--- src/rtl/uart_echo_responder.sv ---
// Serial echo responder: receives 35-bit frames (start, 32 data LSB first, parity, stop)
// and replies with the received word, or ERR_WORD when the frame is bad.
module uart_echo_responder #(
  parameter int          CLKS_PER_BIT = 16,
  parameter logic [31:0] ERR_WORD     = 32'hDEADBEEF
) (
  input  logic        clk,
  input  logic        rst,
  input  logic        rx,
  input  logic        parity_type,
  input  logic        tx_hold,
  output logic        tx,
  output logic        busy,
  output logic [15:0] frame_count,
  output logic [15:0] err_count,
  output logic [7:0]  overrun_count
);

  localparam int              CNT_W     = $clog2(CLKS_PER_BIT);
  localparam logic [CNT_W-1:0] BIT_LAST  = CNT_W'(CLKS_PER_BIT - 1);
  localparam logic [CNT_W-1:0] HALF_LAST = CNT_W'(CLKS_PER_BIT / 2 - 1);

  typedef enum logic [2:0] {
    RX_IDLE, RX_START, RX_DATA, RX_PARITY, RX_STOP, RX_WAIT_HIGH
  } rx_state_t;

  typedef enum logic [2:0] {
    TX_IDLE, TX_START, TX_DATA, TX_PARITY, TX_STOP
  } tx_state_t;

  // ---------------------------------------------------------------------------
  // Input synchronizer and start-edge detection
  // ---------------------------------------------------------------------------
  logic [1:0] sync_reg;
  logic [2:0] live_reg;
  logic       rx_prev_reg;
  logic       rx_s;
  logic       start_edge;

  assign rx_s = sync_reg[1];
  // live_reg marks which flops hold real line samples rather than reset values,
  // so a line that is already low when reset releases never looks like an edge.
  assign start_edge = live_reg[2] & rx_prev_reg & ~rx_s;

  always_ff @(posedge clk or posedge rst) begin
    if (rst) begin
      sync_reg    <= 2'b11;
      live_reg    <= 3'b000;
      rx_prev_reg <= 1'b1;
    end else begin
      sync_reg    <= {sync_reg[0], rx};
      live_reg    <= {live_reg[1:0], 1'b1};
      rx_prev_reg <= rx_s;
    end
  end

  // ---------------------------------------------------------------------------
  // Receive FSM
  // ---------------------------------------------------------------------------
  rx_state_t        rx_state_reg, rx_state_next;
  logic [CNT_W-1:0] rx_cnt_reg, rx_cnt_next;
  logic [4:0]       rx_idx_reg, rx_idx_next;
  logic [31:0]      rx_shift_reg, rx_shift_next;
  logic             rx_ptype_reg, rx_ptype_next;
  logic             rx_pbit_reg, rx_pbit_next;
  logic             rx_tick;
  logic             rx_parity_ok;
  logic             reply_valid;
  logic [31:0]      reply_word;
  logic             good_frame;
  logic             bad_frame;

  assign rx_tick      = (rx_cnt_reg == BIT_LAST);
  assign rx_parity_ok = (rx_pbit_reg == (rx_ptype_reg ? ^rx_shift_reg : ~^rx_shift_reg));

  always_comb begin
    rx_state_next = rx_state_reg;
    rx_cnt_next   = rx_cnt_reg;
    rx_idx_next   = rx_idx_reg;
    rx_shift_next = rx_shift_reg;
    rx_ptype_next = rx_ptype_reg;
    rx_pbit_next  = rx_pbit_reg;
    reply_valid   = 1'b0;
    reply_word    = ERR_WORD;
    good_frame    = 1'b0;
    bad_frame     = 1'b0;

    case (rx_state_reg)
      RX_IDLE: begin
        if (start_edge) begin
          rx_state_next = RX_START;
          rx_cnt_next   = '0;
        end
      end
      RX_START: begin
        if (rx_cnt_reg == HALF_LAST) begin
          rx_cnt_next = '0;
          if (!rx_s) begin
            rx_state_next = RX_DATA;
            rx_idx_next   = 5'd0;
            rx_ptype_next = parity_type;
          end else begin
            rx_state_next = RX_IDLE;
          end
        end else begin
          rx_cnt_next = rx_cnt_reg + 1'b1;
        end
      end
      RX_DATA: begin
        if (rx_tick) begin
          rx_cnt_next   = '0;
          rx_shift_next = {rx_s, rx_shift_reg[31:1]};
          rx_idx_next   = rx_idx_reg + 5'd1;
          if (rx_idx_reg == 5'd31) begin
            rx_state_next = RX_PARITY;
          end
        end else begin
          rx_cnt_next = rx_cnt_reg + 1'b1;
        end
      end
      RX_PARITY: begin
        if (rx_tick) begin
          rx_cnt_next   = '0;
          rx_pbit_next  = rx_s;
          rx_state_next = RX_STOP;
        end else begin
          rx_cnt_next = rx_cnt_reg + 1'b1;
        end
      end
      RX_STOP: begin
        if (rx_tick) begin
          rx_cnt_next = '0;
          reply_valid = 1'b1;
          if (rx_s && rx_parity_ok) begin
            reply_word    = rx_shift_reg;
            good_frame    = 1'b1;
            rx_state_next = RX_IDLE;
          end else begin
            bad_frame     = 1'b1;
            // A low stop bit means the line may stay low; wait for it to recover.
            rx_state_next = rx_s ? RX_IDLE : RX_WAIT_HIGH;
          end
        end else begin
          rx_cnt_next = rx_cnt_reg + 1'b1;
        end
      end
      RX_WAIT_HIGH: begin
        if (rx_s) begin
          rx_state_next = RX_IDLE;
        end
      end
      default: begin
        rx_state_next = RX_IDLE;
      end
    endcase
  end

  always_ff @(posedge clk or posedge rst) begin
    if (rst) begin
      rx_state_reg <= RX_IDLE;
      rx_cnt_reg   <= '0;
      rx_idx_reg   <= 5'd0;
      rx_shift_reg <= 32'd0;
      rx_ptype_reg <= 1'b0;
      rx_pbit_reg  <= 1'b0;
    end else begin
      rx_state_reg <= rx_state_next;
      rx_cnt_reg   <= rx_cnt_next;
      rx_idx_reg   <= rx_idx_next;
      rx_shift_reg <= rx_shift_next;
      rx_ptype_reg <= rx_ptype_next;
      rx_pbit_reg  <= rx_pbit_next;
    end
  end

  // ---------------------------------------------------------------------------
  // Pending reply buffer
  // ---------------------------------------------------------------------------
  tx_state_t   tx_state_reg, tx_state_next;
  logic        pend_full_reg, pend_full_next;
  logic [31:0] pend_word_reg, pend_word_next;
  logic        tx_load;
  logic        overrun;

  assign tx_load = (tx_state_reg == TX_IDLE) && pend_full_reg && !tx_hold;

  always_comb begin
    pend_full_next = pend_full_reg;
    pend_word_next = pend_word_reg;
    overrun        = 1'b0;
    if (tx_load) begin
      pend_full_next = 1'b0;
    end
    // A reply arriving while the buffer drains into TX takes the freed slot.
    if (reply_valid) begin
      if (pend_full_reg && !tx_load) begin
        overrun = 1'b1;
      end else begin
        pend_full_next = 1'b1;
        pend_word_next = reply_word;
      end
    end
  end

  // ---------------------------------------------------------------------------
  // Transmit FSM
  // ---------------------------------------------------------------------------
  logic [CNT_W-1:0] tx_cnt_reg, tx_cnt_next;
  logic [4:0]       tx_idx_reg, tx_idx_next;
  logic [31:0]      tx_shift_reg, tx_shift_next;
  logic             tx_pbit_reg, tx_pbit_next;
  logic             tx_reg, tx_bit_next;
  logic             tx_tick;

  assign tx_tick = (tx_cnt_reg == BIT_LAST);

  // tx_reg follows the current state one cycle later, so every bit keeps a full period.
  always_comb begin
    tx_state_next = tx_state_reg;
    tx_cnt_next   = tx_cnt_reg;
    tx_idx_next   = tx_idx_reg;
    tx_shift_next = tx_shift_reg;
    tx_pbit_next  = tx_pbit_reg;
    tx_bit_next   = 1'b1;

    case (tx_state_reg)
      TX_IDLE: begin
        if (tx_load) begin
          tx_shift_next = pend_word_reg;
          tx_pbit_next  = parity_type ? ^pend_word_reg : ~^pend_word_reg;
          tx_cnt_next   = '0;
          tx_state_next = TX_START;
        end
      end
      TX_START: begin
        tx_bit_next = 1'b0;
        if (tx_tick) begin
          tx_cnt_next   = '0;
          tx_idx_next   = 5'd0;
          tx_state_next = TX_DATA;
        end else begin
          tx_cnt_next = tx_cnt_reg + 1'b1;
        end
      end
      TX_DATA: begin
        tx_bit_next = tx_shift_reg[0];
        if (tx_tick) begin
          tx_cnt_next   = '0;
          tx_shift_next = {1'b0, tx_shift_reg[31:1]};
          tx_idx_next   = tx_idx_reg + 5'd1;
          if (tx_idx_reg == 5'd31) begin
            tx_state_next = TX_PARITY;
          end
        end else begin
          tx_cnt_next = tx_cnt_reg + 1'b1;
        end
      end
      TX_PARITY: begin
        tx_bit_next = tx_pbit_reg;
        if (tx_tick) begin
          tx_cnt_next   = '0;
          tx_state_next = TX_STOP;
        end else begin
          tx_cnt_next = tx_cnt_reg + 1'b1;
        end
      end
      TX_STOP: begin
        tx_bit_next = 1'b1;
        if (tx_tick) begin
          tx_cnt_next   = '0;
          tx_state_next = TX_IDLE;
        end else begin
          tx_cnt_next = tx_cnt_reg + 1'b1;
        end
      end
      default: begin
        tx_state_next = TX_IDLE;
      end
    endcase
  end

  // ---------------------------------------------------------------------------
  // Saturating counters
  // ---------------------------------------------------------------------------
  logic [15:0] frame_count_reg, frame_count_next;
  logic [15:0] err_count_reg, err_count_next;
  logic [7:0]  overrun_count_reg, overrun_count_next;
  logic        busy_reg;

  always_comb begin
    frame_count_next   = frame_count_reg;
    err_count_next     = err_count_reg;
    overrun_count_next = overrun_count_reg;
    if (good_frame && (frame_count_reg != 16'hFFFF)) begin
      frame_count_next = frame_count_reg + 16'd1;
    end
    if (bad_frame && (err_count_reg != 16'hFFFF)) begin
      err_count_next = err_count_reg + 16'd1;
    end
    if (overrun && (overrun_count_reg != 8'hFF)) begin
      overrun_count_next = overrun_count_reg + 8'd1;
    end
  end

  always_ff @(posedge clk or posedge rst) begin
    if (rst) begin
      pend_full_reg     <= 1'b0;
      pend_word_reg     <= 32'd0;
      tx_state_reg      <= TX_IDLE;
      tx_cnt_reg        <= '0;
      tx_idx_reg        <= 5'd0;
      tx_shift_reg      <= 32'd0;
      tx_pbit_reg       <= 1'b0;
      tx_reg            <= 1'b1;
      busy_reg          <= 1'b0;
      frame_count_reg   <= 16'd0;
      err_count_reg     <= 16'd0;
      overrun_count_reg <= 8'd0;
    end else begin
      pend_full_reg     <= pend_full_next;
      pend_word_reg     <= pend_word_next;
      tx_state_reg      <= tx_state_next;
      tx_cnt_reg        <= tx_cnt_next;
      tx_idx_reg        <= tx_idx_next;
      tx_shift_reg      <= tx_shift_next;
      tx_pbit_reg       <= tx_pbit_next;
      tx_reg            <= tx_bit_next;
      busy_reg          <= (tx_state_next != TX_IDLE) || pend_full_next;
      frame_count_reg   <= frame_count_next;
      err_count_reg     <= err_count_next;
      overrun_count_reg <= overrun_count_next;
    end
  end

  assign tx            = tx_reg;
  assign busy          = busy_reg;
  assign frame_count   = frame_count_reg;
  assign err_count     = err_count_reg;
  assign overrun_count = overrun_count_reg;

endmodule

--- config.mk ---
export PLATFORM = sky130hd
export DESIGN_NAME = uart_echo_responder
export DESIGN_NICKNAME = d
export VERILOG_FILES = /design/src/rtl/uart_echo_responder.sv
export SDC_FILE = /design/constraint.sdc
export NUM_CORES = 1
export LEC_CHECK = 0
export CORE_MARGIN = 1.5
export CORE_UTILIZATION = 45
export CTS_CLUSTER_DIAMETER = 60
export CTS_CLUSTER_SIZE = 40
export DETAILED_ROUTE_END_ITERATION = 16
export HOLD_SLACK_MARGIN = 0.08
export REMOVE_ABC_BUFFERS = 1
export SYNTH_ARGS = -nofsm -noshare
export SYNTH_HDL_FRONTEND = slang
export SYNTH_SLANG_ARGS = --single-unit
export TNS_END_PERCENT = 100
--- constraint.sdc ---
create_clock -name clk -period 7.3 [get_ports clk]
set_input_delay 1.825 -clock clk [delete_from_list [all_inputs] [get_ports clk]]
set_output_delay 1.825 -clock clk [all_outputs]
set_load 0.01 [all_outputs]
**Run 1: clock wiring as the flow saved it**

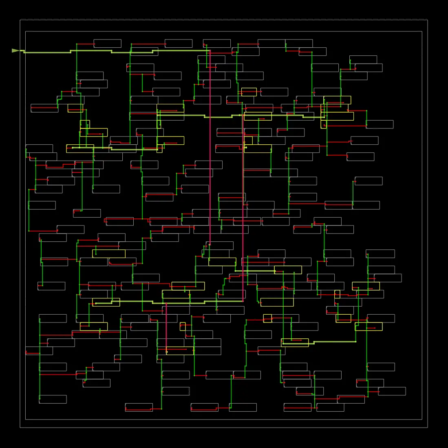
clk sinks: 172
clock distribution power: 0.971 mW

**Run 1: I/O pins on the die edge**

Pins as bars across the die edge, other pins in gray.
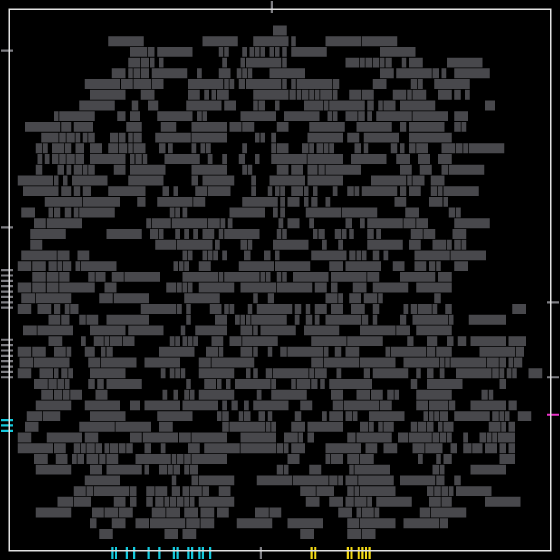
| port | color | pins | direction | edge |
|---|---|---|---|---|
| overrun_count | yellow | 8 | output | south |
| frame_count | cyan | 16 | output | 13 south, 3 west |
| tx_hold | magenta | 1 | input | east |
all pins by edge: 22 south, 21 west, 3 east, 1 north
Die W: 137 µm
count of input and output buffers: 46
die height: 137 µm

**Run 1: sequential cells grouped by signal name**

Scale bar: 50 µm. Other sequential cells in the stronger gray, the rest of the logic in the fainter gray.
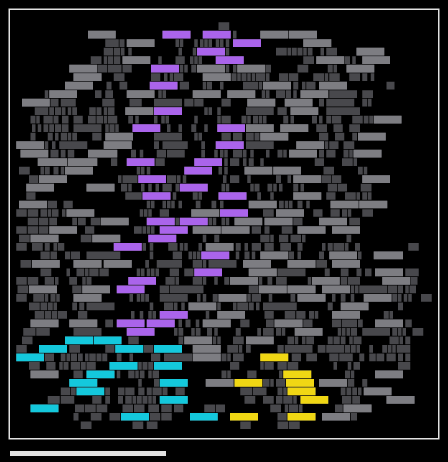
| signal | color | placed flops |
|---|---|---|
| rx_shift_reg | purple | 32 |
| overrun_count | yellow | 8 |
| frame_count | cyan | 16 |
sequential cell area: 4310 µm²
register fraction of the total cell area: 45.7%
reported sequential group power: 0.989 mW

==> results.txt, run 1 <==
The synthesis and PnR run went through. Worst setup slack after placement landed at 3230 ps. Of the post-synthesis cell area, the dominant cell type holds 51.9%. Number of buffers inserted by hold repair at cts landed at 0. In this run the static leakage power is 4.40 nW.

In the routed design, unresolved DRC markers number 0. The run finished with clean final reports. Placed wire-length estimate landed at 11.0 mm. Worst-path maximum fanout landed at 5. Entering global routing, the biggest net connects roughly 90 pins. The data arrival time reported for the critical path is between 3000 and 4000 ps. Initial antenna violation count landed at 0. Per the gpl log, the routability congestion estimate is 0.754. Across every metal layer, demand over resource in global routing totals 19.8%.

Yosys warning tally landed at 0. From the final report, the count of setup violators was given as 0. Subtracting the final worst setup slack from the clock period gives 3630 ps. After clock tree synthesis, the setup repair step added 0 buffers.

Final non-filler cell total landed at approximately 1100. For this run, the register share of the synthesized area comes to 53.2%. Number of different library cells in the post-synthesis netlist landed at 44. Number of CTS-inserted buffers landed at 17. Via density per instance landed at roughly 5.3.

Relative slew slack landed at 16.3%. At the floorplan stage, the core utilization is reported as 46.5%. Post-route clock period utilization landed at 49.7%.

Ratio of cells with drive above 1 in the final layout landed at around 6.4%. Starting DRC count in detailed routing landed at between 400 and 500. Synthesized area divided by synthesized cell count landed at 9.69 µm². Count of instances resized after the clock tree is built landed at 0. Core box area landed at 17400 µm².

Overall die area landed at 18800 µm². Overall via count from detail_route landed at 5870. Maximum clock insertion buffer count landed at 2. Based on the critical path, the design can be clocked at up to 0.276 GHz.

Number of pins exceeding their max-slew limit in the final report landed at 0. The path class of the tightest hold or removal check is flip-flop to flip-flop. Worst setup skew after layout landed at 7.44 ps. The synthesis stats list as the most numerous cell nand2_1. Remaining global-route overflow landed at 0. VDD sags by at most about 0.00022 V. In the final report, the number of hold violations comes to 0. The worst setup path is of the input port to flip-flop kind. From synthesis to final layout, the design area changed by 16.4%. The post-synth count of flops with an enable pin is 0. Counting tap cells, the placed design contains a total of 1078 instances.

Routed length per instance landed at 15.3 µm.
## run 1: placed cells by master, fill, tap and decap left out, types with 7 or more instances in the layout
cell type / instances
nor4_1: 7
nand4_1: 9
buf_4: 8
inv_1: 7
mux2i_1: 32
o21ai_0: 66
clkdlybuf4s50_1: 46
nand3_1: 30
nor2_1: 76
and3_1: 12
ha_1: 9
a21oi_1: 31
dfrtp_1: 168
nor3_1: 9
clkbuf_16: 17
nand2_1: 183
xor2_1: 22
xnor2_1: 77
## run 1: final timing paths
path | startpoint | endpoint | slack [ps] | cells after the start
min in group asynchronous | rst | frame_count[8] | 1940 | 2
max | tx_hold | overrun_count[5] | 3670 | 8
max reg2reg | rx_cnt_reg[0] | overrun_count[5] | 4440 | 7
min reg2reg | live_reg[0] | live_reg[1] | 350 | 0
max in group asynchronous | rst | rx_state_reg[0] | 4250 | 3
min | live_reg[0] | live_reg[1] | 350 | 0
## run 1: layout make-up
cell class | instances | area [µm²]
fill | 1523 | 8000
sequential | 172 | 4310
multi-input combinational | 619 | 3640
timing repair buffer | 54 | 520
clock buffer | 21 | 470
tap | 225 | 282
clock inverter | 11 | 164
inverter | 8 | 35.0
## run 1: per-layer routing
metal,vias up,part of all wire [%],wire (µm),GRT usage (%)
met5,-,0,0,0
met4,0,0.92,157,6.08
met3,10,3.7,627,4.30
met2,122,47,8030,31.4
met1,2864,48,8180,27.3
li1,2874,-,-,-
## run 1: where the power goes
group	leakage [nW]	total (mW)	internal [mW]	switching, mW
sequential	2.22	0.989	0.969	0.0197
clock	0.309	0.971	0.599	0.372
combinational	1.88	0.111	0.0376	0.0737
## run 1: logic make-up (layout without fill, tap and decap cells)
logic type / Yosys count / in the layout / share of synthesized area [%]
XOR/XNOR: 102 / 102 / 11.5
AND/OR/NAND/NOR: 349 / 349 / 18.6
AND-OR/OR-AND: 118 / 118 / 8.04
adder cells (fa/ha/maj): 9 / 9 / 1.39
buffers and inverters: 44 / 94 / 2.06
multiplexers: 40 / 40 / 5.15
flip-flops: 172 / 172 / 53.2
other: 1 / 1 / 0.0463
## run 1: critical path, stage by stage
cell	delay (ps)
clkdlybuf4s50_1	480
nor2_1	50
nand3_1	200
nand2_1	120
a311oi_1	650
and3_1	300
nand4_1	150
xnor2_1	160
## run 1: stage by stage
| stage | area (µm²) | utilization [%] | hold slack [ps] |
|---|---|---|---|
| 2_1_floorplan | 7960 | - | 331 |
| 3_3_place_gp | 8790 | 50.5 | 334 |
| 3_5_place_dp | 8790 | 50.5 | 337 |
| 4_1_cts | 9420 | 54.1 | 352 |
| 5_1_grt | 9420 | 54.1 | 360 |
| 6_report | 9420 | 54.1 | 349 |
==> inputs of run 2 (changes only) <==
Settings changed: PLACE_DENSITY from default to 0.65.
Clock period 7.3 ns to 3.2 ns, I/O delays scaled along.
**Run 2: gate-type map**

Scale bar: 50 µm.
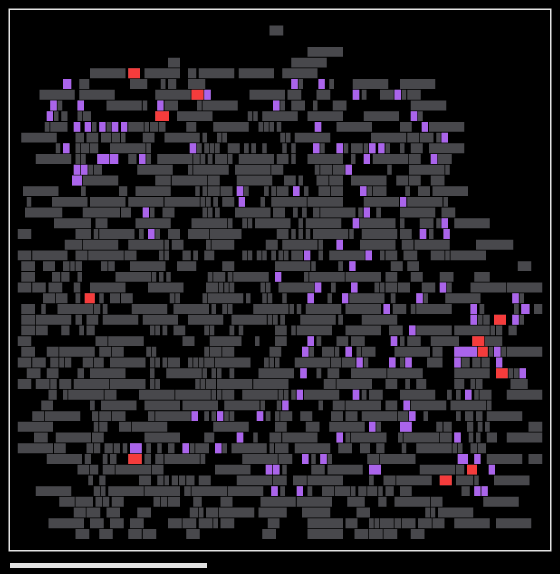
| family | color | cells | most used | where |
|---|---|---|---|---|
| non-inverting ao/oa cells | red | 11 | a22o_1 | spread over the die |
| aoi and oai cells | purple | 107 | o21ai_0 | spread over the die |

**Run 2: metal layers overlaid**

Two of the layers only.
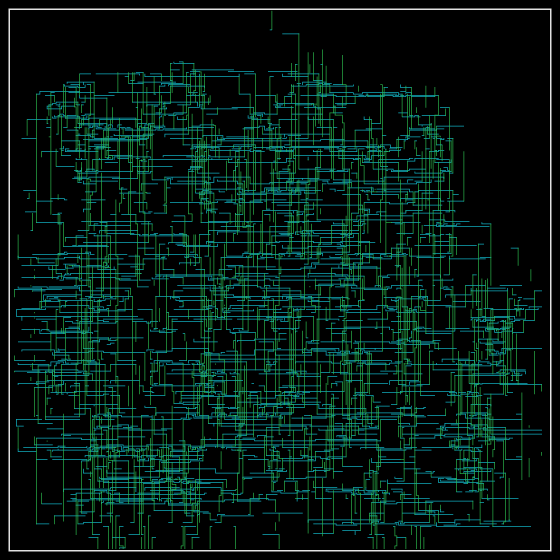
| layer | color | wire length |
|---|---|---|
| M2 | green | 7290 µm |
| M1 | cyan | 8010 µm |
via count: 5751
detailed-route wire length: 16.0 mm
average wire length per cell after detail routing: 14.3 µm

**Run 2: I/O pins on the die edge**

Pins as bars across the die edge, other pins in gray.
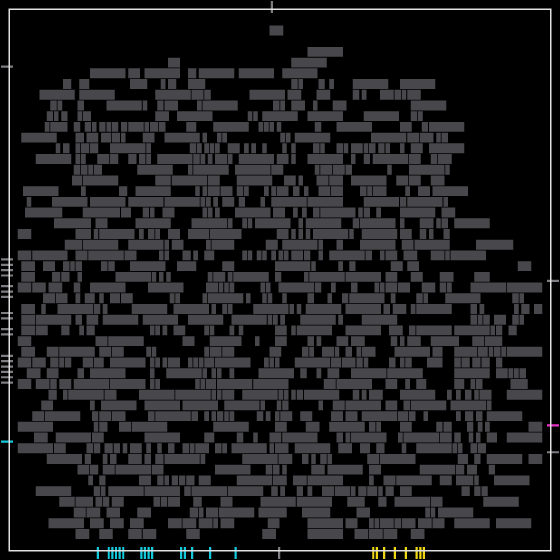
| port | color | pins | direction | edge |
|---|---|---|---|---|
| frame_count | cyan | 16 | output | 15 south, 1 west |
| overrun_count | yellow | 8 | output | south |
| tx_hold | magenta | 1 | input | east |
all pins by edge: 24 south, 19 west, 3 east, 1 north

==> run 2 against run 1 <==
Final cell count up 0.36%. Combinational power increased by 130%. Routed wire length fell by 6.1%. Clock power rose by 93%. Via count shrank 2.0%. Clock skew increased by 3.3 ps. Synthesized area did not move. Synthesized cell count unchanged. Flip-flop count did not move. Worst setup slack lost 3200 ps. Largest power group unchanged.
==> results.txt, run 2 <==
The synthesis and PnR run went through. The flow ran to the end, and the final reports show no timing, DRC or antenna violations. In this run the critical register-to-register path is launched from rx_shift_reg[31]. Starting DRC count in detailed routing landed at 337. Critical path data arrival time landed at 3070 ps.

Core box area landed at 17400 µm². Number of CTS-inserted buffers landed at 17. The most frequently used library cell after synthesis is nand2_1.

Relative slew slack landed at a little over half. The worst hold path belongs to the class flip-flop to flip-flop. For reference, the final report shows the hold violation count at 0. Share of the synthesized area in the top cell type landed at 51.9%. In this run the worst setup path terminates at err_count[6]. The number of hold buffers added after CTS was 0. In this run the critical register-to-register path is captured at err_count[6].

The critical path is of the flip-flop to flip-flop type. Worst supply voltage drop on vdd landed at about 0.00034 V. Per the OpenROAD floorplan log, the width of the die is 137 µm.

The top cell types in the final layout, fill and taps aside, are nand2_1 (183), dfrtp_1 (168), xnor2_1 (77). Depth of the critical timing path with buffers and inverters included landed at 7. Clock period minus final worst setup slack landed at 2770 ps. Entering global routing, the biggest net connects between 100 and 150 pins. Remaining global-route overflow landed at 0.

In the Yosys stats the netlist draws on 44 distinct library cells. Buffer-and-inverter tally for the worst setup path landed at 0. Register-to-register path setup slack landed at 430 ps. After detailed routing, the number of vias per cell comes to 5.16. Placed wire-length estimate landed at 10.5 mm. The die is approximately 140 µm tall. The highest clock rate this design can be run at is 0.361 GHz. In the global route stage, overall resource usage came out at roughly 19%. A synthesized cell averages between 9 and 10 µm².

The analysis attributes to cell leakage a power of 4.38 nW. Fill cells in the final layout number between 1500 and 2000. Tracing the worst setup path back leads to its startpoint at rx_shift_reg[31]. By instance count, the cell type seen most on the critical path is xnor2_1. Total of endpoints with negative setup slack in the final report landed at 0. The initial antenna violation count is 0.
run 2: final cells by class:
type                            instances  area [µm²]  share of cell area, %
Sequential cell                       172        4310                   45.9
Multi-Input combinational cell        619        3640                   38.8
Timing Repair Buffer                   58         588                   6.27
Clock buffer                           20         437                   4.65
Tap cell                              225         282                   3.00
Clock inverter                         12        92.6                  0.987
Inverter                                8        35.0                  0.373
run 2: logic make-up after synthesis:
| kind of cell | count (synthesis) | share of synthesized area [%] |
|---|---|---|
| xor+xnor | 102 | 11.5 |
| compound gates | 118 | 8.04 |
| buf+inv | 44 | 2.06 |
| mux | 40 | 5.15 |
| flops | 172 | 53.2 |
| other cells | 1 | 0.0463 |
| fa+ha+maj | 9 | 1.39 |
| simple gates | 349 | 18.6 |
run 2: worst reg2reg max path: cells and delay by family, from the launching register on:
kind / cells / cell delay, ps
xor+xnor: 5 / 1140
mux: 1 / 480
simple gates: 1 / 610
flops: 1 / 410
run 2: power by group:
part	internal [mW]	switching (mW)
Sequential	2.21	0.0426
Combinational	0.0887	0.162
Clock	1.00	0.868
run 2: worst min-delay path by stage:
| stage | cells after the start | slack (ps) | to | start |
|---|---|---|---|---|
| 6_report | 0 | 350 | live_reg[2] | live_reg[1] |
| 5_1_grt | 0 | 370 | sync_reg[1] | sync_reg[0] |
| 4_1_cts | 0 | 350 | live_reg[2] | live_reg[1] |
| 3_5_place_dp | 0 | 340 | live_reg[2] | live_reg[1] |
| 3_3_place_gp | 0 | 330 | live_reg[1] | live_reg[0] |
| 2_1_floorplan | 0 | 330 | live_reg[1] | live_reg[0] |
run 2: per-stage QoR:
stage | hold WS [ps] | instances | util [%] | cell area [µm²] | setup slack (ps)
2_1_floorplan | 331 | 799 | - | 7960 | -2250
3_3_place_gp | 332 | 1082 | 50.8 | 8850 | 482
3_5_place_dp | 336 | 1082 | 50.8 | 8850 | 451
4_1_cts | 351 | 1114 | 53.9 | 9380 | 441
5_1_grt | 367 | 1114 | 53.9 | 9380 | 299
6_report | 347 | 1114 | 53.9 | 9380 | 433
run 2: per-layer routing:
| layer | vias to the layer above | track usage (%) | part of all wire [%] | routed length (µm) |
|---|---|---|---|---|
| met5 | - | 0 | 0 | 0 |
| met4 | 0 | 3.98 | 0.71 | 113 |
| met3 | 6 | 4.04 | 3.5 | 557 |
| met2 | 92 | 28.9 | 46 | 7290 |
| met1 | 2773 | 26.6 | 50 | 8010 |
| li1 | 2880 | - | - | - |
==> inputs of run 3 (changes only) <==
Settings changed: ABC_AREA from default to 1, CELL_PAD_IN_SITES_DETAIL_PLACEMENT from default to 1, CELL_PAD_IN_SITES_GLOBAL_PLACEMENT from default to 1, CORE_UTILIZATION 45 to 41, PLACE_DENSITY 0.65 to default, PLACE_DENSITY_LB_ADDON from default to 0.1.
**Run 3: gate-type map**

Scale bar: 50 µm.
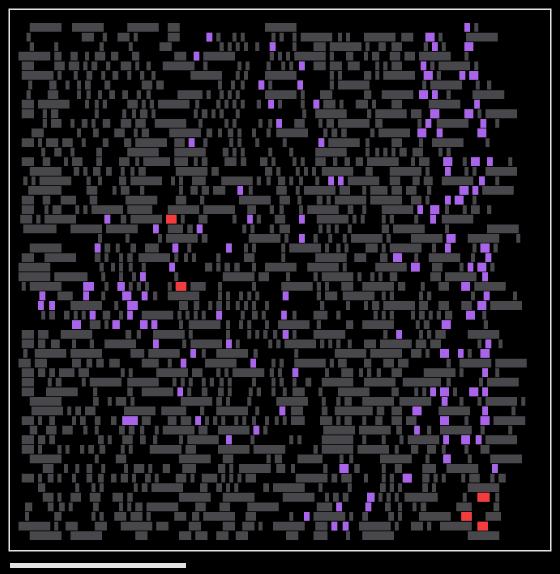
| family | color | cells | most used |
|---|---|---|---|
| aoi and oai cells | purple | 129 | o21ai_0 |
| non-inverting ao/oa cells | red | 5 | a22o_1 |
most used logic cell in the final layout: nand2_1
number of cells in the finished layout apart from fillers: 1475
combinational share of cell area: 39.5%

**Run 3: clock wiring as the flow saved it**

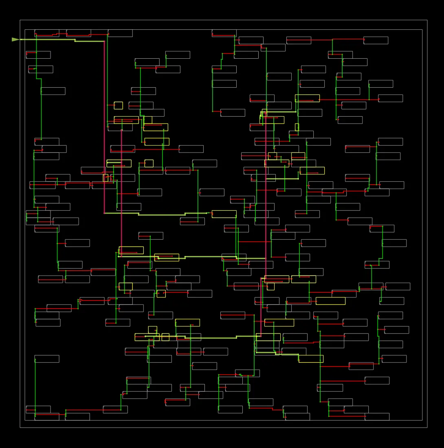
clock insertion delay at the later pin of the skew report: 430 ps
final setup skew: 10.6 ps
layout sequential cell count: 172
total clock buffers created by CTS: 17
clock distribution power: 2.12 mW

**Run 3: sequential cells grouped by signal name**

Scale bar: 50 µm. Other sequential cells in the stronger gray, the rest of the logic in the fainter gray.
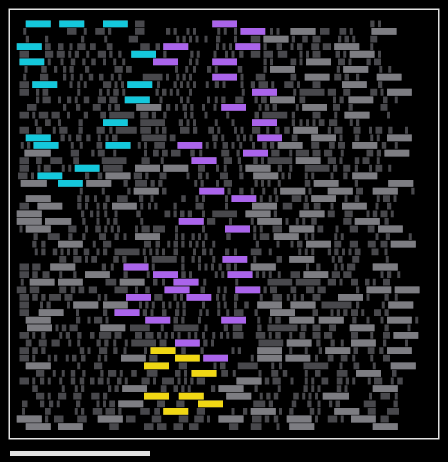
| signal | color | placed flops | where |
|---|---|---|---|
| rx_shift_reg | purple | 32 | a column down the middle |
| frame_count | cyan | 16 | north-west |
| overrun_count | yellow | 8 | south |
reported sequential group power: 2.34 mW
final core utilization: 48.3%
register fraction of the total cell area: 40.6%

==> run 3 against run 2 <==
Hold slack better by 0.85 ps. Flip-flop count unchanged. Core utilization is 5.5 points lower. Routed wire length rose by 35%. Highest routed layer unchanged. Die size increased by 25%.
==> results.txt, run 3 <==
The synthesis and PnR run went through. Register-to-register path setup slack landed at 780 ps. Number of different library cells in the post-synthesis netlist landed at roughly 45. Per the OpenROAD floorplan log, the area of the die is 23500 µm². Static power due to leakage landed at 4.99 nW. Sink count of the clock tree landed at between 150 and 200. Dividing the synthesized area by the synthesized cell count gives 8.12 µm². Combined area of the multi-input logic cells landed at 4190 µm². Post-CTS repair changed the size of 0 cells. Hold path depth landed at 0.

Total of endpoints with negative setup slack in the final report landed at 0. After floorplanning, the core was sized to cover approximately 22000 µm². Looking at hold timing, the worst path starts from live_reg[0]. Traced cell by cell, the critical path runs through clkdlybuf4s50_1, nand3b_2, nand2_1, inv_1, nor2_4, buf_12, inv_1, nor2_4, nand2_1, nand2_1. The data arrival time reported for the critical path is 2810 ps. Total global-route track usage over all layers is 19.8%. The synthesized netlist devotes about 28% of its cell area to simple gates. Counting the fill cells in the layout gives 2671.

The script logs the ratio of routed vias to standard cells as 5.04. Hold analysis lists the worst path endpoint as live_reg[1]. Ranking logic cells in the layout by count gives the top entries nand2_1 (331), dfrtp_1 (168), inv_1 (135). Sequential share of the synthesized area landed at a little under half. Checking hold timing, the worst path is listed with class flip-flop to flip-flop.

Worst supply voltage drop on vdd landed at just over 0.0003 V. Headroom to the max-slew limit came out at 57.7%. The worst setup path is of the input port to flip-flop kind. The flow ran to the end, and the final reports show no timing, DRC or antenna violations. Post-synth tally of flip-flops with integrated enable landed at 0. Die height landed at ~150 µm. For reference, the placement row count at floorplan is 54.

Across all layers, the routed design uses ~7400 vias. The critical path's slowest stage uses the library cell clkdlybuf4s50_1. Detailed-routing iteration count for the pre-antenna-repair pass landed at 4.

Share of the core filled by cells before placement landed at 42.1%. With fillers left out, the area of the finished cells amounts to 10600 µm². Among all cell types in the netlist, the one instantiated most often is nand2_1. CTS reports a maximum clock tree buffer depth of 2.

Post-detailed-route DRC marker count landed at 0. Worst reg2reg path depth landed at 15. The final weighted congestion recorded by global placement is 0.785.

Post-synthesis share of cell area spent on full adders, half adders and majority gates landed at 1.22%. Among all stages on the critical path, the maximum delay recorded is 390 ps. Achievable frequency landed at 0.408 GHz. The endpoint identified for the worst register-to-register timing path is pend_word_reg[28]. Pin count of the biggest net entering global routing landed at 63. The post-route netlist has between 10% and 20% of its cells at a drive strength greater than 1. Remaining global-route overflow landed at 0.

Fraction of the mapped netlist area in compound gates landed at 8.64%. Worst-path maximum fanout landed at 47. The synthesized netlist was found by Yosys to have between 1000 and 1500 cells.

The Yosys step of the flow raised 0 warnings. Per the synthesis report, the single largest cell type by area occupies about 45% of cell area. Total of max-cap violations landed at 0.

The synthesis run identifies the leading combinational cell family as simple AND/OR/NAND/NOR gates. The final hold violation count recorded for this run is 0. Count of buffers inserted at the top-level ports landed at 46. Detailed placement finished with a half-perimeter wire length of 15.2 mm.

The most numerous cell type found on the critical path is nand2_1. Worst hold margin landed at 348 ps. Total placed instance area landed at roughly 10000 µm². The final timing report lists a max-slew violation count of 0. Compared with the post-synthesis result, the final layout area differs by 14.7%.

Initial antenna violation count landed at 0. Clock period minus final worst setup slack landed at 2450 ps. Number of buffers inserted by hold repair at cts landed at 0.

After detailed placement, the design holds a cell count of around 1400. The number of global-route vias before repair is 7699. Per the layout area report, the register area comes to 4310 µm². Routed length per instance landed at between 10 and 15 µm.

After clock tree synthesis, the setup repair step added 0 buffers. Total wire length landed at 21.5 mm. The final critical path takes up about 77% of the cycle.

Area fraction in mux cells landed at less than 1%. Per the OpenROAD floorplan log, the width of the die is ~150 µm. Per the timing report, the most critical flop-to-flop path originates at rx_shift_reg[4].

Starting DRC count in detailed routing landed at 285.
[run 3: cell types whose count changed after synthesis, moves of 20 or more]
| cell | delta |
|---|---|
| mux2i_1 | -32 |
| xnor2_1 | -34 |
| nand2_1 | +148 |
| or2_2 | +24 |
| nor2_1 | -28 |
| nand3_1 | +36 |
| inv_1 | +128 |
| o211ai_1 | +33 |
| clkbuf_1 | -20 |
[run 3: critical path, delay by kind of cell]
family                 cells  cell delay [ps]
buffers and inverters      4              960
AND/OR/NAND/NOR            6             1030
[run 3: area by class of cell]
class                   count  share of cell area [%]
flip-flops and latches    172                    40.6
multi-input cells         786                    39.5
repair buffers             60                    5.80
inverters                 145                    5.18
clock buffers              20                    4.30
well taps                 280                    3.30
clock inverters            12                    1.30
[run 3: power by group]
group | leakage (nW) | switching (mW) | internal (mW)
clock | 0.288 | 0.915 | 1.20
combinational | 2.48 | 0.501 | 0.269
sequential | 2.22 | 0.0858 | 2.26
total | 4.99 | 1.50 | 3.73
[run 3: cell families after synthesis]
group / Yosys count
flip-flops: 172
AND/OR/NAND/NOR: 567
multiplexers: 1
AND-OR/OR-AND: 134
adder cells (fa/ha/maj): 9
other: 1
buffers and inverters: 181
XOR/XNOR: 74
[run 3: through the flow]
| step | power, mW | worst slack, ps | setup TNS [ps] |
|---|---|---|---|
| 6_report | 5.23 | 749 | 0 |
| 5_1_grt | 5.49 | 493 | 0 |
| 4_1_cts | 5.31 | 733 | 0 |
| 3_5_place_dp | 3.17 | 293 | 0 |
| 3_3_place_gp | 3.14 | 405 | 0 |
| 2_1_floorplan | 2.94 | -2250 | -393240 |
[run 3: metal layers]
layer | track usage [%] | share of wire (%) | vias up | wire length [µm]
met4 | 4.86 | 1.1 | 0 | 245
met5 | 0 | 0 | - | 0
met1 | 27.9 | 50 | 3637 | 10700
li1 | - | - | 3720 | -
met3 | 3.18 | 2.0 | 16 | 434
met2 | 31.9 | 47 | 57 | 10100
[run 3: worst max-delay path by stage]
stage | end | cells past startpoint | startpoint | slack [ps]
after floorplan | busy | 1 | rst | -2250
after global placement | pend_word_reg[24] | 10 | tx_hold | 410
after detailed placement | pend_word_reg[14] | 10 | tx_hold | 290
after CTS | pend_word_reg[14] | 10 | tx_hold | 730
after global routing | pend_word_reg[28] | 17 | rx_shift_reg[9] | 490
final | pend_word_reg[14] | 10 | tx_hold | 750
Power is estimated from default activity; no workload was simulated.
